File: src/rtl/x_scale_coef_fetch.sv
// Horizontal-scaler coefficient fetcher: walks the coefficient ROM for one output line
// and presents {src_x, frac, col, last} words through a 2-entry valid/ready buffer.
module x_scale_coef_fetch #(
    parameter int ADDR_WIDTH = 11,
    parameter int DATA_WIDTH = 15,
    parameter int FRAC_W     = 4
) (
    input  logic                         clk,
    input  logic                         tb_rst,
    input  logic                         line_start,
    input  logic [ADDR_WIDTH-1:0]        out_width,
    input  logic                         abort,
    output logic [ADDR_WIDTH-1:0]        rom_addr,
    input  logic [DATA_WIDTH-1:0]        rom_data,
    output logic                         coef_valid,
    input  logic                         coef_ready,
    output logic [DATA_WIDTH-FRAC_W-1:0] src_x,
    output logic [FRAC_W-1:0]            frac,
    output logic [ADDR_WIDTH-1:0]        col,
    output logic                         last,
    output logic                         busy,
    output logic                         line_done,
    output logic [1:0]                   state_dbg
);

    // Handshake: a word transfers on every rising edge where coef_valid && coef_ready;
    // while coef_valid is high and coef_ready low, the presented word is held unchanged.

    localparam int EW = DATA_WIDTH + ADDR_WIDTH + 1;
    localparam logic [ADDR_WIDTH-1:0] ONE = 1;

    typedef enum logic [1:0] {
        IDLE  = 2'd0,
        FETCH = 2'd1,
        DRAIN = 2'd2
    } state_t;

    state_t                state;
    logic [ADDR_WIDTH-1:0] width_q;
    logic [ADDR_WIDTH-1:0] cnt;
    logic [ADDR_WIDTH-1:0] last_idx;
    logic                  inflight;
    logic                  zero_done;
    logic [EW-1:0]         fifo_mem [2];
    logic                  rd_ptr;
    logic                  wr_ptr;
    logic [1:0]            fifo_count;
    logic [2:0]            occ_after_pop;
    logic                  pop;
    logic                  issue;
    logic [EW-1:0]         push_word;

    assign last_idx      = width_q - ONE;
    assign coef_valid    = (fifo_count != 2'd0);
    assign pop           = coef_valid && coef_ready;
    // Words already buffered or on their way, minus the one leaving this cycle.
    assign occ_after_pop = {1'b0, fifo_count} + {2'b00, inflight} - {2'b00, pop};
    assign issue         = (state == FETCH) && (occ_after_pop < 3'd2);
    // rom_addr still holds the address whose data is on rom_data this cycle.
    assign push_word     = {rom_data, rom_addr, (rom_addr == last_idx)};

    assign {src_x, frac, col, last} = fifo_mem[rd_ptr];
    assign busy      = (state != IDLE);
    assign line_done = zero_done | (pop && last && !abort);
    assign state_dbg = state;

    always_ff @(posedge clk or posedge tb_rst) begin
        if (tb_rst) begin
            state      <= IDLE;
            width_q    <= '0;
            cnt        <= '0;
            rom_addr   <= '0;
            inflight   <= 1'b0;
            zero_done  <= 1'b0;
            rd_ptr     <= 1'b0;
            wr_ptr     <= 1'b0;
            fifo_count <= 2'd0;
            for (int i = 0; i < 2; i++) fifo_mem[i] <= '0;
        end else if (abort) begin
            state      <= IDLE;
            cnt        <= '0;
            inflight   <= 1'b0;
            zero_done  <= 1'b0;
            rd_ptr     <= 1'b0;
            wr_ptr     <= 1'b0;
            fifo_count <= 2'd0;
        end else begin
            zero_done <= 1'b0;
            if (inflight) begin
                fifo_mem[wr_ptr] <= push_word;
                wr_ptr           <= ~wr_ptr;
            end
            if (pop) rd_ptr <= ~rd_ptr;
            fifo_count <= fifo_count + {1'b0, inflight} - {1'b0, pop};
            inflight   <= issue;
            if (issue) begin
                rom_addr <= cnt;
                cnt      <= cnt + ONE;
            end
            case (state)
                IDLE: begin
                    if (line_start) begin
                        if (out_width != '0) begin
                            width_q <= out_width;
                            cnt     <= '0;
                            state   <= FETCH;
                        end else begin
                            zero_done <= 1'b1;
                        end
                    end
                end
                FETCH: begin
                    if (issue && (cnt == last_idx)) state <= DRAIN;
                end
                DRAIN: begin
                    if ((fifo_count == 2'd0) && !inflight) state <= IDLE;
                end
                default: state <= IDLE;
            endcase
        end
    end

endmodule

File: config.mk
export PLATFORM = sky130hd
export DESIGN_NAME = x_scale_coef_fetch
export DESIGN_NICKNAME = d
export VERILOG_FILES = /design/src/rtl/x_scale_coef_fetch.sv
export SDC_FILE = /design/constraint.sdc
export NUM_CORES = 1
export LEC_CHECK = 0
export ABC_AREA = 1
export CAP_MARGIN = 20
export CORE_MARGIN = 4
export CORE_UTILIZATION = 55
export DETAILED_ROUTE_END_ITERATION = 12
export PLACE_DENSITY = 0.81
export SLEW_MARGIN = 10
export SYNTH_ARGS = -nofsm -noshare
export SYNTH_HDL_FRONTEND = slang
export SYNTH_SLANG_ARGS = --single-unit
export TNS_END_PERCENT = 20
File: constraint.sdc
create_clock -name clk -period 5 [get_ports clk]
set_clock_uncertainty 0.05 [all_clocks]
set_input_delay 1.5 -clock clk [delete_from_list [all_inputs] [get_ports clk]]
set_output_delay 1.5 -clock clk [all_outputs]
set_load 0.02 [all_outputs]
Run 1, cells colored by class:
Scale bar: 20 µm. Fill, decap, tap and diode cells in gray.
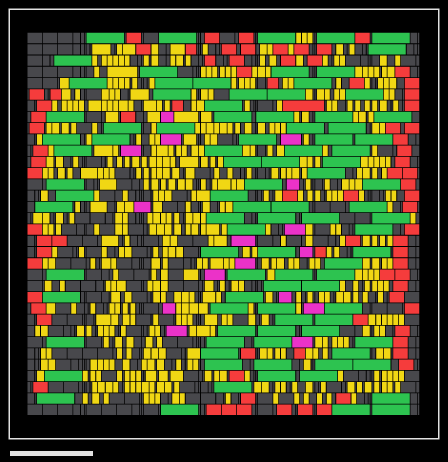
[yellow] combinational and other logic | cells: 541
[green] sequential cells | cells: 95
[red] remaining buffers and delay cells | cells: 81
[magenta] clock drivers and dummy loads | cells: 16

Run 1, cell outlines without signal wires:
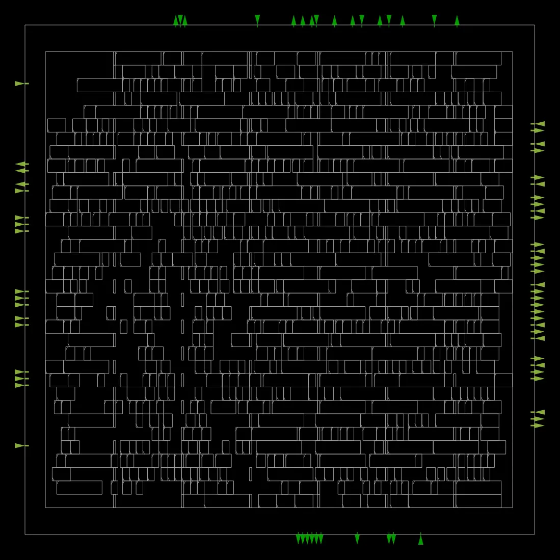
placeable core region: 0.00876 mm²
non-filler cells in the finished layout: 841

==> run notes, run 1 <==
Results of the full flow below.

Clocking:
- The run gives the clock tree from TritonCTS as done.
- The run puts the CTS sink count at 95.
- Per the CTS log, the buffer count on the longest clock path is 2.
- The run gives the cell at the root of the clock tree as sky130_fd_sc_hd__clkbuf_8.
- The run gives the number of resized instances in the post-cts repair step as 0.
- The run puts the depth of the CTS H-tree at 3.
- The later pin in the worst-skew pair is clocked with a latency of 0.36 ns.
- The run gives the clock transition time at the flip-flop clock pins of the worst setup and hold paths as 0.11 ns.
- The run gives the hold buffer count at CTS as 0.

Final layout:
- The run gives the fraction of the core area covered by cells at the end of the flow as 0.681.
- The top cell type in the final layout, fill and taps aside, is sky130_fd_sc_hd__nand2_1.
- Summing all flip-flop and latch instances after layout gives roughly 0.0024 mm².
- The run puts the area of the multi-input gates at 0.00215 mm².
- The run puts the count of filler cells inserted in the layout at around 760.
- The library cells used most frequently in the layout, excluding fill and tap cells, are 226 x sky130_fd_sc_hd__nand2_1, 95 x sky130_fd_sc_hd__dfrtp_1, 73 x sky130_fd_sc_hd__inv_1, 73 x sky130_fd_sc_hd__clkdlybuf4s50_1, 55 x sky130_fd_sc_hd__nand3_1.
- The run gives the synthesis-to-finish area growth as 19.4%.
- The run gives the count of inserted antenna diode cells as 0.
- The run gives the fraction of final layout cells sized beyond drive strength 1 as 0.0587.

Setup path:
- The critical path in this run is classified as input pin to output pin.
- The worst setup path is launched from an input pin.
- The run gives the endpoint required time on the critical path as 3.45 ns.
- The arrival time of data at the worst endpoint is listed as 2.87 ns.
- The run gives the start of the worst register-to-register path as fifo_count[1]$_DFF_PP0_.
- The run gives the cell depth of the worst flop-to-flop path as 20.
- The critical path ends at line_done.
- The run gives the internal reg-to-reg setup slack as 2.04 ns.
- The run puts the maximum fanout encountered on the critical timing path at 6.
- The run gives the start point of the critical path as abort.
- The endpoint identified for the worst register-to-register timing path is state_dbg[0]$_DFFE_PP0P_.
- The worst setup path is captured at an output pin.

Placed design:
- For this run the detailed placement stage logged an HPWL of 8900 µm.
- The run gives the count of port buffers added during placement as 73.
- The run puts the cell total after placement at 824.
- Per the gpl log, the routability congestion estimate is 0.926.

GRT:
- The run puts the number of antenna violations at the first check in global routing at 0.
- The run puts the number of global-route vias before repair at 4138.
- The run gives the overall overflow remaining after global route as 0.
- The run puts the wire length of the first global-routing pass at 19400 µm.

Pwr:
- The run gives the internal power contribution as roughly 1700 µW.
- The run puts the share of total power in combinational logic at 0.427.
- The report lists the power per cell area as 492 mW/mm².
- The run gives the leakage power total as 0.00290 µW.
- The run gives the dominant power group as combinational cells.
- The run puts the sequential fraction of design power at 0.403.
- Per the power-grid run, VDD falls by no more than 0.198 mV.
- The run gives the clock group power as 498 µW.
- The run gives the switching power as 1200 µW.
- The share of total power dissipated in the clock network is 0.169.
- The run gives the power in sequential cells as roughly 1200 µW.

Timing:
- The run gives the post-route minimum period as around 4.4 ns.
- Setup repair after global routing left no endpoint under its margin.
- The run gives the pin slew with the least headroom to its limit as 0.862 ns.
- The run gives the number of pins exceeding their max-slew limit in the final report as 0.
- The run puts the final-layout setup total negative slack at 0 ns.
- The run gives the final count of negative-setup-slack endpoints as 0.
- The run puts the final count of hold timing violations at 0.
- In the finished design, the share of the clock period the worst path needs comes to 0.883.

Detailed routing:
- The run puts the via density per instance at between 5 and 6.
- The run puts the iteration count of the initial detailed-routing pass at 4.
- The run puts the antenna violation net count after detailed routing at 0.
- The run gives the initial detailed-routing violation count as around 270.
- The run puts the post-route DRC violation count at 0.

Logic synthesis:
- After synthesis, the design contains 669 cells according to Yosys.
- The run gives the fraction of registers with async set/reset as 1.00.
- The run gives the library cell with the highest instance count after synthesis as sky130_fd_sc_hd__nand2_1.
- The synthesized netlist occupies a cell area of 0.00500 mm².
- The run gives the number of synthesized flops with an enable pin as 0.
- Per Yosys stat, the portion of area used by sequential elements is 0.475.
- The run gives the net count entering floorplan as about 710.
- The commonest cells after synthesis are 226 x sky130_fd_sc_hd__nand2_1, 95 x sky130_fd_sc_hd__dfrtp_1, 74 x sky130_fd_sc_hd__inv_1.
- Per the post-synthesis report, the number of cells in the design is roughly 670.
- In the post-synthesis netlist, the biggest area contributors are sky130_fd_sc_hd__dfrtp_1 48%, sky130_fd_sc_hd__nand2_1 17%, sky130_fd_sc_hd__inv_1 5.6%.
- For this run, the number of Yosys warnings is 0.
- The run puts the synthesized area divided by synthesized cell count at roughly 7.5 µm².
- The stat command in Yosys gives a chip area of 0.00500 mm².

Floorplanning:
- In this run the horizontal extent of the chip is 103 µm.
- After floorplanning, the core was divided into 34 placement rows.
- The run puts the die area at 0.0107 mm².
- At the floorplan stage, the core utilization is reported as 0.571.
- The run gives the die extent in y as between 100 and 150 µm.

Status:
- The flow ran to the end, and the final reports show no timing, DRC or antenna violations.

Worst hold path:
- The run puts the count of cells along the worst hold path at 2.
- According to the hold report, the worst path is of the flop to flop type.
- STA lists the startpoint of the worst hold path as fifo_mem[19]$_DFFE_PP0P_.
- The run gives the endpoint of the worst hold path as fifo_mem[19]$_DFFE_PP0P_.

Flow run:
- The run gives the stage-log warning count as 26.
Run 1, wiring by layer:
Scale bar: 20 µm.
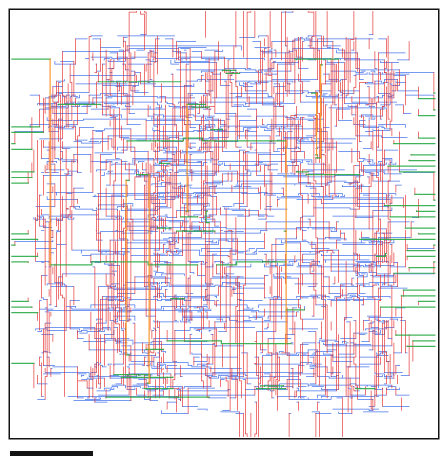
[red] metal 2 | wire length: 5740 µm
[orange] metal 4 | wire length: 254 µm
[blue] metal 1 | wire length: 5310 µm
[green] metal 3 | wire length: 597 µm
routed len/inst: 14.1 µm
All-Layer GR Usage: 0.230
post-detailed-routing wire length: 11900 µm
detailed-route via count: 4445

-- run 1: stage by stage --
step / power [µW] / hold WS, ns / cell area [µm²] / setup WS [ns]
finish: 2940 / 0.438 / 5970 / 0.583
global route: 3160 / 0.466 / 5970 / 0.511
CTS: 2950 / 0.437 / 5940 / 0.580
detailed placement: 2450 / 0.409 / 5750 / 0.579
global placement: 2400 / 0.403 / 5750 / 0.596
floorplan: 1960 / 0.392 / 5000 / 0.973
-- run 1: routing by layer --
metal / share of wire / track usage / vias to the layer above
li1: - / - / 2211
met1: 0.45 / 0.311 / 2099
met2: 0.48 / 0.379 / 118
met3: 0.050 / 0.0423 / 17
met4: 0.021 / 0.0697 / 0
met5: 0 / 0 / -
-- run 1: kinds of logic after synthesis --
| logic type | count (synthesis) | share of synthesized area |
|---|---|---|
| AOI/OAI and AO/OA | 85 | 0.0881 |
| adders and majority gates | 5 | 0.0140 |
| DFF | 95 | 0.475 |
| xor gates and xnor gates | 13 | 0.0228 |
| and+or+nand+nor | 358 | 0.305 |
| buffers and inverters | 113 | 0.0946 |
-- run 1: worst max-delay path, stage by stage --
cell and delay (ns):
sky130_fd_sc_hd__clkdlybuf4s50_1 0.48, sky130_fd_sc_hd__inv_1 0.11, sky130_fd_sc_hd__a31o_2 0.25, sky130_fd_sc_hd__clkdlybuf4s50_1 0.53
-- run 1: cell type report --
class	count	share of cell area
clock buffers	9	0.0208
clock inverters	7	0.0119
inverters	80	0.0505
multi-input cells	461	0.360
flip-flops and latches	95	0.398
well taps	108	0.0226
repair buffers	81	0.136
-- run 1: registers in the layout (all words and copies together), names as in the netlist --
signal / cells
cnt: 11
fifo_count: 2
fifo_mem: 54
inflight: 1
rd_ptr: 1
rom_addr: 11
state_dbg: 2
width_q: 11
wr_ptr: 1
zero_done: 1
Run 1, gate-type map:
Scale bar: 20 µm.
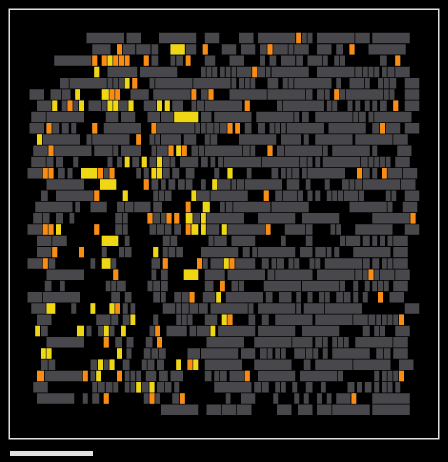

--- run 2 (diff from run 1) ---
--- a/config.mk
+++ b/config.mk
@@ -9,8 +9,10 @@
 export CAP_MARGIN = 20
 export CORE_MARGIN = 4
 export CORE_UTILIZATION = 55
+export CTS_CLUSTER_DIAMETER = 50
 export DETAILED_ROUTE_END_ITERATION = 12
-export PLACE_DENSITY = 0.81
+export DONT_BUFFER_PORTS = 1
+export PLACE_DENSITY = 0.7
 export SLEW_MARGIN = 10
 export SYNTH_ARGS = -nofsm -noshare
 export SYNTH_HDL_FRONTEND = slang
Run 2, gate-type map:
Scale bar: 20 µm.
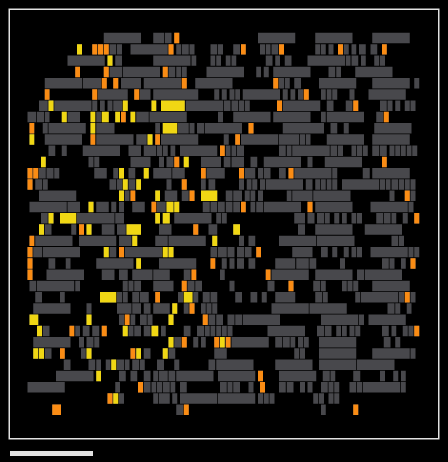
[orange] inv cells | cells: 80 | most used: inv_1 | where: spread over the die
[yellow] nor cells | cells: 60 | most used: nor2_1
multi-input gate share of total cell area: 0.411
commonest non-fill, non-tap cell in the layout: sky130_fd_sc_hd__nand2_1
non-filler cells in the finished layout: 764

==> run notes, run 2 <==
Results of the full flow below.

Setup path:
- The cell that appears most often on the critical path is sky130_fd_sc_hd__nand2_1.
- The run puts the internal reg-to-reg setup slack at 1.95 ns (-0.09 ns).
- In this run the critical register-to-register path is captured at state_dbg[0]$_DFFE_PP0P_.
- The endpoint required time on the critical path came to 3.45 ns (about the same).
- Broken down by cell family, the worst path's largest delay share belongs to buffers and inverters.
- The worst setup path is launched from a flop.
- The run gives the largest incremental delay on the critical path as 0.62 ns (+0.09 ns).
- Looking at the reg2reg group, the worst path starts from fifo_count[1]$_DFF_PP0_.
- The worst setup path is of the flop to output pin kind.
- The run puts the data arrival time of the critical path at 2.22 ns (-0.65 ns).
- The run gives the cell depth of the worst flop-to-flop path as 20 (unchanged).
- Per the STA report, the cell with the highest stage delay on the worst path is sky130_fd_sc_hd__inv_1.
- The run puts the worst path buffer plus inverter count at 2 (-1).
- The run gives the maximum fanout encountered on the critical timing path as 35 (+29).
- For reference, the critical path cell chain is buf_4, inv_1, nand2_1, nand2_1, a31o_2.
- The run gives the type of destination of the critical path as an output pin.

Logic synthesis:
- The run puts the number of synthesized flops with an enable pin at 0 (unchanged).
- The run puts the sequential-to-total area share from yosys stat at 0.475 (unchanged).
- Per the synthesis report, the dominant area consumer among library cells is sky130_fd_sc_hd__dfrtp_1.
- Counting instances in the post-synthesis netlist gives the leading cell types as 226 x sky130_fd_sc_hd__nand2_1, 95 x sky130_fd_sc_hd__dfrtp_1, 74 x sky130_fd_sc_hd__inv_1.
- The net count entering floorplan was 705 (unchanged).
- The run gives the synthesized area divided by synthesized cell count as 7.47 µm² (unchanged).
- The most common cell in the synthesized netlist is sky130_fd_sc_hd__nand2_1.
- After synthesis, the netlist uses 34 different library cells.
- The main area contributors are sky130_fd_sc_hd__dfrtp_1 48%, sky130_fd_sc_hd__nand2_1 17%, sky130_fd_sc_hd__inv_1 5.6%.
- Of the post-synthesis cell area, the dominant cell type holds 0.475.
- The run gives the post-synthesis instance area as 0.00500 mm² (unchanged).
- The run puts the count of instantiated cells in the yosys netlist at 669 (unchanged).
- The run puts the chip area estimate from yosys synthesis at 0.00500 mm² (unchanged).
- The run puts the count of mapped cells out of synthesis at 669 (unchanged).
- The run puts the fraction of registers with async set/reset at 1.00 (unchanged).
- Yosys reported a register bit count of 95.
- The run gives the primary flip-flop cell chosen by synthesis mapping as sky130_fd_sc_hd__dfrtp_1.
- The synthesis warning total is 0 (unchanged).

Final layout:
- The cell area after layout is 0.00523 mm² (-12%).
- The run gives the fraction of final layout cells sized beyond drive strength 1 as 0.0595 (+0.000788).
- The run gives the area occupied by registers as 0.00238 mm² (unchanged).
- The run gives the flip-flop count of the largest register after layout as 54 (unchanged).
- The register with the most flip-flops in the final layout is fifo_mem.
- The finished design was reported to have a net count of 687.
- The run puts the count of inserted antenna diode cells at 0 (unchanged).
- The area of the multi-input gates is 0.00215 mm² (unchanged).
- By instance count after routing, the leading logic cell types are 226 x sky130_fd_sc_hd__nand2_1, 95 x sky130_fd_sc_hd__dfrtp_1, 73 x sky130_fd_sc_hd__inv_1.
- Per the run report, area growth between synthesis and finish was 4.55%.

Clocking:
- The CTS sink count was 95 (unchanged).
- Per the TritonCTS log, the buffer count is 9.
- The hold buffer count at CTS is 0 (unchanged).
- The run puts the maximum number of buffers from clock root to sink at 2 (unchanged).
- The run gives the depth of the CTS H-tree as 3 (unchanged).
- Looking at the post-CTS report, the setup buffer insertion count equals 0.
- The run puts the insertion delay at the late pin of the worst-skew pair at 0.35 ns (about the same).
- The run gives the clock transition time at the flip-flop clock pins of the worst setup and hold paths as 0.09 ns (-0.02 ns).
- The run gives the cell at the root of the clock tree as sky130_fd_sc_hd__clkbuf_8.
- TritonCTS built the clock tree.
- The run gives the number of resized instances in the post-cts repair step as 0 (unchanged).

GRT:
- The run gives the routing usage on met2 as 0.350 (-0.0299).
- Entering global routing, the biggest net connects 71 pins.
- The run puts the wire length of the first global-routing pass at 19200 µm (-0.89%).
- The run gives the layer with the highest usage as met2.
- The run puts the number of global-route vias before repair at 3932 (-5.0%).
- The number of antenna violations at the first check in global routing came to 0 (unchanged).
- The run puts the met3 global-route usage at 0.0362 (-0.00604).
- The global routing usage on met1 was 0.332 (+0.0214).
- The overall global routing resource usage is 0.228 (-0.00229).
- The run puts the overall overflow remaining after global route at 0 (unchanged).

Detailed routing:
- The run gives the average routed wire per standard cell as 15.1 µm (+6.6%).
- The run gives the antenna violation net count after detailed routing as 0 (unchanged).
- The run puts the met1 wire length at 5440 µm (+2.4%).
- The run gives the via count of the routed design as 4103 (-7.7%).
- The run puts the initial detailed-routing violation count at 242 (-12%).
- The iteration count of the initial detailed-routing pass is 5 (+1).
- The run gives the post-route DRC violation count as 0 (unchanged).
- The aggregate routed wire length was 11500 µm (-3.2%).
- The wire length on met2 was 5200 µm (-9.4%).
- The detailed route wirelength on metal3 was 616 µm (+3.2%).
- The run gives the highest metal layer with signal wires as met4.
- The run puts the via density per instance at 5.37 (+1.6%).

Flow run:
- The run gives the stage-log warning count as 26 (unchanged).
- The run gives the tally of max-capacitance violations as 0.

Worst hold path:
- For the worst min-delay path, the startpoint reported by OpenROAD is fifo_mem[23]$_DFFE_PP0P_.
- STA shows the worst min-delay path finishing at fifo_mem[23]$_DFFE_PP0P_.
- The run gives the count of cells along the worst hold path as 2 (unchanged).
- The run gives the path type of the worst min-delay path as flop to flop.

Floorplanning:
- The run gives the area of the placeable core as 0.00876 mm² (unchanged).
- The die extent in y is 103 µm (unchanged).
- The run puts the die area at 0.0107 mm² (unchanged).
- The run puts the starting density of the core at 0.571 (unchanged).
- The run puts the width of the die at 103 µm (unchanged).
- The run gives the number of top-level design ports as 74.

Timing:
- The run puts the portion of the clock cycle consumed by the worst path in the final layout at 0.755 (-0.129).
- The final-layout setup total negative slack is 0 ns (unchanged).
- The run gives the highest achievable clock rate as 265 MHz.
- The run gives the pin slew with the least headroom to its limit as 0.861 ns (-0.00129 ns).
- Setup repair after global routing left no endpoint under its margin.
- The final count of hold timing violations is 0 (unchanged).
- The run gives the post-route minimum period as 3.77 ns (-0.643 ns).
- The run gives the worst-case headroom to the max-slew limit as 0.423.
- The final count of negative-setup-slack endpoints came to 0 (unchanged).
- The run puts the number of pins exceeding their max-slew limit in the final report at 0 (unchanged).

Placed design:
- The run puts the placer congestion estimate at 0.980 (+5.9%).
- The run gives the cell total after placement as 747 (-9.3%).
- The count of port buffers added during placement is 0 (-100%).
- The run gives the total half-perimeter wirelength after legalization and detailed placement as 8430 µm (-5.2%).
- The post-detailed-placement cell area came to 0.00499 mm² (-13%).

Pwr:
- The run puts the worst IR drop on VDD at 0.208 mV (+5.0%).
- The run gives the leakage power total as 0.00262 µW (-9.8%).
- The run gives the total power density per cell area as 510 mW/mm² (+3.7%).

Status:
- The flow ran to the end, and the final reports show no timing, DRC or antenna violations.
Run 2, cell outlines without signal wires:
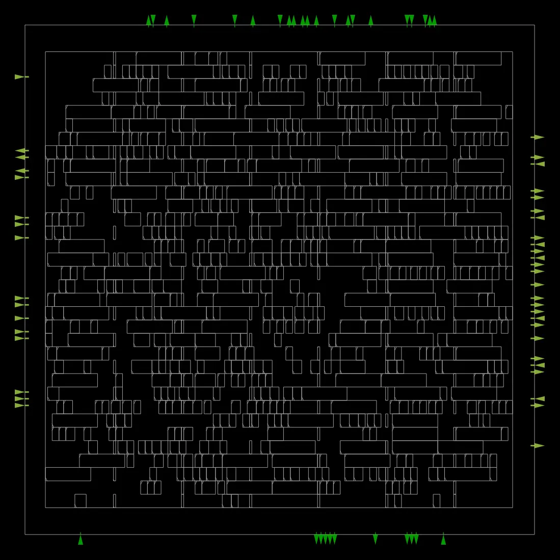
Final Core Density: 0.597
number of well taps: 108
fill count: 825
number of core rows: 34
count of sequential standard cells: 95

[run 2: report_power, final]
part / switching (µW) / internal (µW) / total, µW
clock: 284 / 254 / 538
combinational: 674 / 263 / 937
sequential: 179 / 1010 / 1190
total: 1140 / 1530 / 2670
[run 2: through the flow]
step / utilization / worst slack [ns] / hold WS (ns) / total power [µW]
2_1_floorplan: - / 0.973 / 0.392 / 1960
3_3_place_gp: 0.569 / 1.28 / 0.403 / 2100
3_5_place_dp: 0.569 / 1.16 / 0.409 / 2140
4_1_cts: 0.593 / 1.19 / 0.435 / 2690
5_1_grt: 0.597 / 1.04 / 0.469 / 2890
6_report: 0.597 / 1.23 / 0.432 / 2670
[run 2: cells by family after synthesis]
logic type | synth area share
flip-flops | 0.475
buffers and inverters | 0.0946
XOR/XNOR | 0.0228
adder cells (fa/ha/maj) | 0.0140
AND/OR/NAND/NOR | 0.305
AND-OR/OR-AND | 0.0881
[run 2: worst max path at each step]
stage / start / depth (start not counted) / slack (ns) / to
final: rd_ptr$_DFFE_PP0P_ / 5 / 1.23 / line_done
after global routing: rd_ptr$_DFFE_PP0P_ / 5 / 1.04 / line_done
after CTS: rd_ptr$_DFFE_PP0P_ / 5 / 1.19 / line_done
after detailed placement: coef_ready / 18 / 1.16 / state_dbg[0]$_DFFE_PP0P_
after global placement: coef_ready / 18 / 1.28 / state_dbg[0]$_DFFE_PP0P_
after floorplan: tb_rst / 1 / 0.97 / cnt[0]$_DFF_PP0_
[run 2: cell type report]
class / count / area share
clock buffer: 10 / 0.0263
clock inverter: 6 / 0.0144
inverter: 80 / 0.0579
multi-input combinational: 461 / 0.411
sequential: 95 / 0.455
tap: 108 / 0.0258
timing repair buffer: 4 / 0.00957
Power and IR drop assume default switching activity.
